Fig. 1: run 1, clock network drawn from the DEF
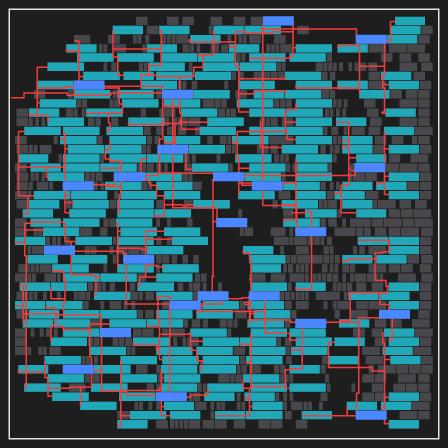
Fig. 2: run 1, cell sizes after repair
The bar under the picture is 50 microns long.
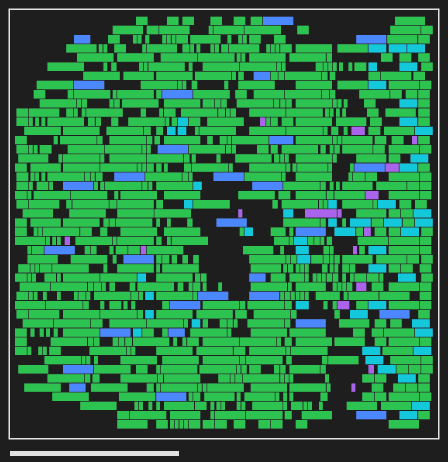
Fig. 3: run 1, wire density map
25 x 25 tiles, from dark blue (low) to red (high), scaled to the fullest tile. Values are wire area over tile area, all layers added.
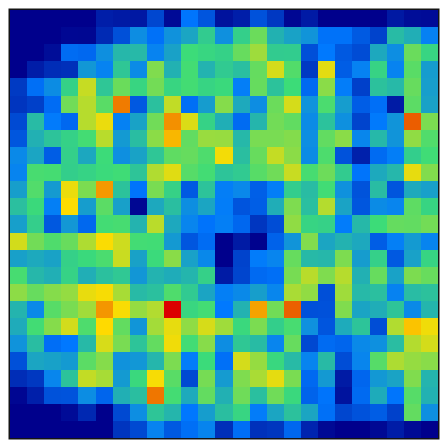
==> config.mk <==
export PLATFORM = sky130hd
export DESIGN_NAME = shift_issue_unit
export DESIGN_NICKNAME = d
export VERILOG_FILES = /design/src/rtl/shift_issue_unit.sv
export SDC_FILE = /design/constraint.sdc
export NUM_CORES = 1
export LEC_CHECK = 0
export ABC_AREA = 1
export CAP_MARGIN = 15
export CORE_UTILIZATION = 57
export DETAILED_ROUTE_END_ITERATION = 10
export PLACE_DENSITY = 0.9
export SYNTH_ARGS = -nofsm -noshare
export SYNTH_HDL_FRONTEND = slang
export SYNTH_SLANG_ARGS = --single-unit
==> constraint.sdc <==
create_clock -name clk -period 5.05 [get_ports clk]
set_input_delay 1.01 -clock clk [delete_from_list [all_inputs] [get_ports clk]]
set_output_delay 1.01 -clock clk [all_outputs]
set_load 0.01 [all_outputs]
==> results.toml, run 1 <==
# implementation run metrics
[critical_path]
arrival_ps = 3080
crit_type = "in2reg"
cp-end-kind = "register"

[timing]
finalSetupViolCount = 0
tightestPinTransition_ps = 793
rsz0062_at_grt = "false"
relSlewSlack_pct = 47.0

[cells_and_area]
regArea_sq_um = 6540
largest_class = "registers"
logic_gate_count = 380
diodes = 0
n_all_inverters = 20
sh_seq_area_pct = 58.0
nFillCells = 935
sh_comb_area_pct = 18.7
final-comb-area_sq_um = 2110

[yosys]
fa_ha_area_share_pct = 0.787
netlist_area_sq_um = 8900
synth-seq-cells = 231
postSynthAreaPerCell_sq_um = 13.4
xor_share_pct = 0
topCellsByArea = "edfxtp_1, dfrtp_1, nand2_1"
synthAoiAreaFrac_pct = 7.55

[placement]
dp_cells = 980
pre_cts_ws_ps = 1640
placed_area_sq_um = 10500

[cts]
cts.clk_slew.worst_paths_ps = 60
hold_buffers = 0
ctsLongestPathBuffers = 3

[outcome]
status = "finished, final reports clean"

[floorplan]
die_h_microns = 127
nWellTaps = 188
fp_util_pct = 58.6
std_cell_rows = 45
core_sq_um = 15200
io_pins = 151

[min_path]
hp-class = "reg2reg"

[grt]
antenna_found_initial = 0

[pwr]
leakagePower_nw = 4.45
About Fig. 1:
flip-flops: marked cyan, count 231. clock drivers: marked blue, count 23. clock wires: marked red, length 2,350 microns.
There are 24 routed clock nets.
clock share of power: 24.9%
Late-Pin Clk Latency: 490 ps
Clock Skew: 8.53 ps

About Fig. 2:
_0 and _1 cells: marked green, cells 739. _2 cells: marked purple, cells 16. _6 and larger: marked blue, cells 29. _3 and _4 cells: marked cyan, cells 50.
Layout area overhead: 26.7%
final instance area: 11,300 sq um

About Fig. 3:
31% of the tiles are over half the peak. The mean over all tiles is 0.19. The fullest tile reaches 0.50. The emptiest ninth of the die: top left.
Routed WL: 18.8 mm
via count: 5,637
overall routing resource usage: 23.8%

[run 1: routing by layer]
layer	GRT usage (%)	wire length (microns)	up-vias
met5	0	0	-
met4	5.88	290	0
met3	4.77	1480	28
met2	41.5	9280	246
met1	30.8	7780	2723
li1	-	-	2640
[run 1: per-stage QoR]
step,utilization (%),power [mW]
floorplan,-,3.84
global placement,69.4,4.69
detailed placement,69.4,4.77
CTS,74.1,6.36
global route,74.2,6.68
finish,74.2,6.32
[run 1: power by group]
part / switching (mW) / internal (mW)
sequential: 0.189 / 2.41
combinational: 1.10 / 1.05
clock: 0.669 / 0.908
total: 1.96 / 4.37
[run 1: synth_stat cells, drive strengths merged]
| cell type | instances |
|---|---|
| edfxtp | 152 |
| nand2 | 128 |
| o21ai | 82 |
| nor2 | 80 |
| dfrtp | 79 |
| o22ai | 38 |
| mux2 | 32 |
| inv | 20 |
| buf | 19 |
| clkbuf | 16 |
| nand3 | 8 |
| a21oi | 4 |
| ha | 4 |
| nand4 | 2 |
| fa | 1 |
| nor3 | 1 |
[run 1: layout by cell type, fill, tap and decap left out]
master	instances
edfxtp_1	152
clkdlybuf4s50_1	149
nand2_1	127
dfrtp_1	78
nor2_1	76
o21ai_0	75
o22ai_1	38
mux2_4	29
clkbuf_16	23
inv_1	15
buf_4	12
o21ai_1	7
nand3_1	5
clkinv_2	5
clkbuf_8	5
inv_2	4
nor2_4	4
ha_1	4
clkinv_1	4
a21oi_1	3
mux2_2	3
nand3_4	2
nand4_1	2
clkinv_4	2
clkbuf_1	2
nand2_2	1
nand3_2	1
a21oi_2	1
nor3_1	1
fa_1	1
clkinvlp_4	1
buf_12	1
dfrtp_2	1
[run 1: worst max-delay path, stage by stage]
cell	delay, ps
clkdlybuf4s50_1	530
inv_1	50
nor3_1	270
inv_1	250
nor2_4	600
buf_4	340
Fig. 4: run 1, placed standard cells
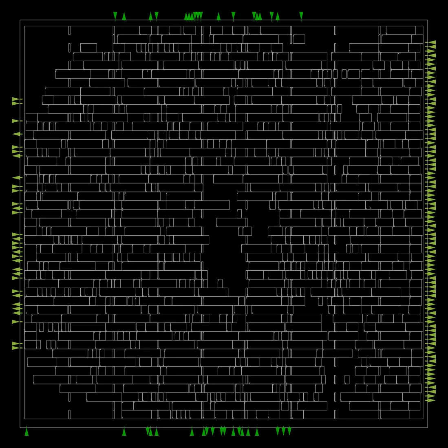

--- run 2 (diff from run 1) ---
Settings changed: CORE_UTILIZATION 57 to 48, PLACE_DENSITY 0.9 to 0.81.
Clock period 5.05 ns to 2.35 ns, I/O delays scaled along.
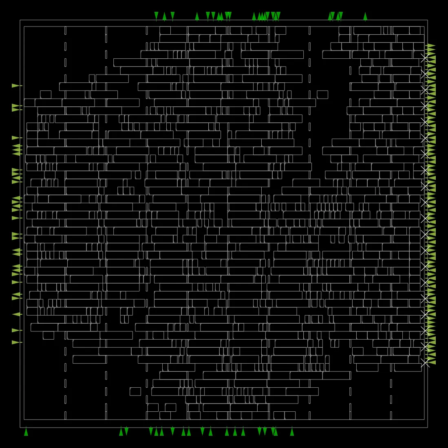
Fig. 5. Placed standard cells (run 2).
row cnt: 49
flop count: 231
Filler cells: 1,330
Post-Layout Cell Count: 1,081
fraction of area in registers: 56.2%

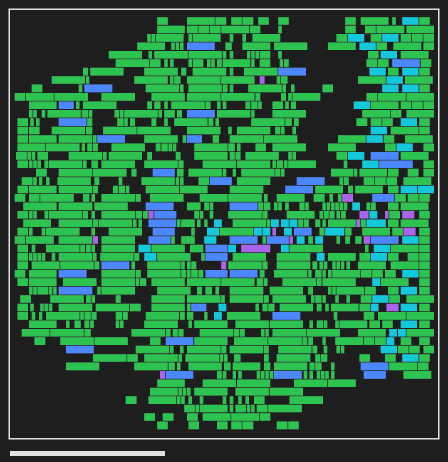
Fig. 6. Cell sizes after repair (run 2).
The bar under the picture is 50 microns long.
_3 and _4 cells: marked cyan, cells 56. _0 and _1 cells: marked green, cells 739. _2 cells: marked purple, cells 16. _6 and larger: marked blue, cells 41.
Layout area overhead: 30.8%
final instance area: 11,600 sq um
setup ws final: 246 ps

==> results.toml, run 2 <==
# implementation run metrics
[floorplan]
fp_util_pct = 49.2
io_pins = 151
core_sq_um = 18100
die_h_microns = 138

[critical_path]
cp-end-kind = "primary output"
crit_chain = "inv_2 -> clkdlybuf4s50_1"
cp_slowest_cell = "clkdlybuf4s50_1"
arrival_ps = 1630
path_delay_family = "buffers and inverters"
crit_buf_inv = 2
crit_type = "reg2out"
slowest_delay_ps = 550
crit_cells = 2

[cts]
cts.clk_slew.worst_paths_ps = 60
hold_buffers = 0
clkLatencyLatePin_ps = 510
ctsLongestPathBuffers = 3

[timing]
rsz0062_at_grt = "false"
skew_ps = 6.29
relSlewSlack_pct = 72.1

[yosys]
synth-seq-cells = 231
async_reset_ff_share_pct = 34.2
synth.top_cells.by_count = "edfxtp_1, nand2_1, nor2_1"
postSynthAreaPerCell_sq_um = 13.4
netlist_instances = 666
yosysMostFrequentCell = "edfxtp_1"
synth-edff-count = 152
topCellsByArea = "edfxtp_1, dfrtp_1, nand2_1"
ff_type = "edfxtp_1"
netlist_area_sq_um = 8900

[cells_and_area]
most-common-layout-cells = "edfxtp_1, clkdlybuf4s50_1, nand2_1"
diodes = 0
lay_top_count = "edfxtp_1"

[outcome]
status = "finished with violations"
violations = "design-rule violations"

[drt]
route.detailed.drc = 40
finalWirelength_mm = 18.7

[placement]
dp_cells = 1037

[grt]
antenna_found_initial = 0
grtUsageTotal_pct = 20.0

[pwr]
leakagePower_nw = 4.58

[min_path]
hp-class = "in2async"
-- run 2: final cells by class --
class | instances | area (sq um) | share of cell area, %
inverters | 20 | 78.8 | 0.677
clock inverters | 13 | 131 | 1.13
well taps | 229 | 287 | 2.46
flip-flops and latches | 231 | 6540 | 56.2
repair buffers | 177 | 1840 | 15.8
multi-input cells | 380 | 2110 | 18.1
clock buffers | 31 | 657 | 5.64
-- run 2: cell families after synthesis --
kind of cell             Yosys count  share of synthesized area, %
AND/OR/NAND/NOR                  219                          9.78
AND-OR/OR-AND                    124                          7.55
flip-flops                       231                          73.5
buffers and inverters             55                          3.16
adder cells (fa/ha/maj)            5                         0.787
multiplexers                      32                          5.27
-- run 2: report_power, final --
| part | internal [mW] | leakage, nW | total, mW | switching, mW |
|---|---|---|---|---|
| sequential | 5.19 | 2.34 | 5.61 | 0.419 |
| combinational | 2.37 | 1.85 | 4.74 | 2.37 |
| clock | 2.20 | 0.380 | 3.69 | 1.50 |
| total | 9.76 | 4.58 | 14.0 | 4.28 |
-- run 2: per-stage QoR --
stage / hold WS, ps / instance area [sq um] / power, mW / TNS, ps / worst slack [ps]
after floorplan: 513 / 8910 / 8.26 / -82770 / -545
after global placement: 462 / 10900 / 10.3 / 0 / 143
after detailed placement: 465 / 10900 / 10.4 / 0 / 134
after CTS: 210 / 11600 / 14.2 / 0 / 250
after global routing: 239 / 11600 / 14.8 / 0 / 209
final: 226 / 11600 / 14.0 / 0 / 246
-- run 2: per-layer routing --
| layer | vias to the layer above | GRT usage [%] | wire length [microns] |
|---|---|---|---|
| met2 | 221 | 34.8 | 9170 |
| met5 | - | 0 | 0 |
| met1 | 2706 | 25.2 | 7590 |
| met3 | 39 | 4.05 | 1490 |
| met4 | 0 | 6.27 | 490 |
| li1 | 2683 | - | - |
Power and IR drop assume default switching activity.
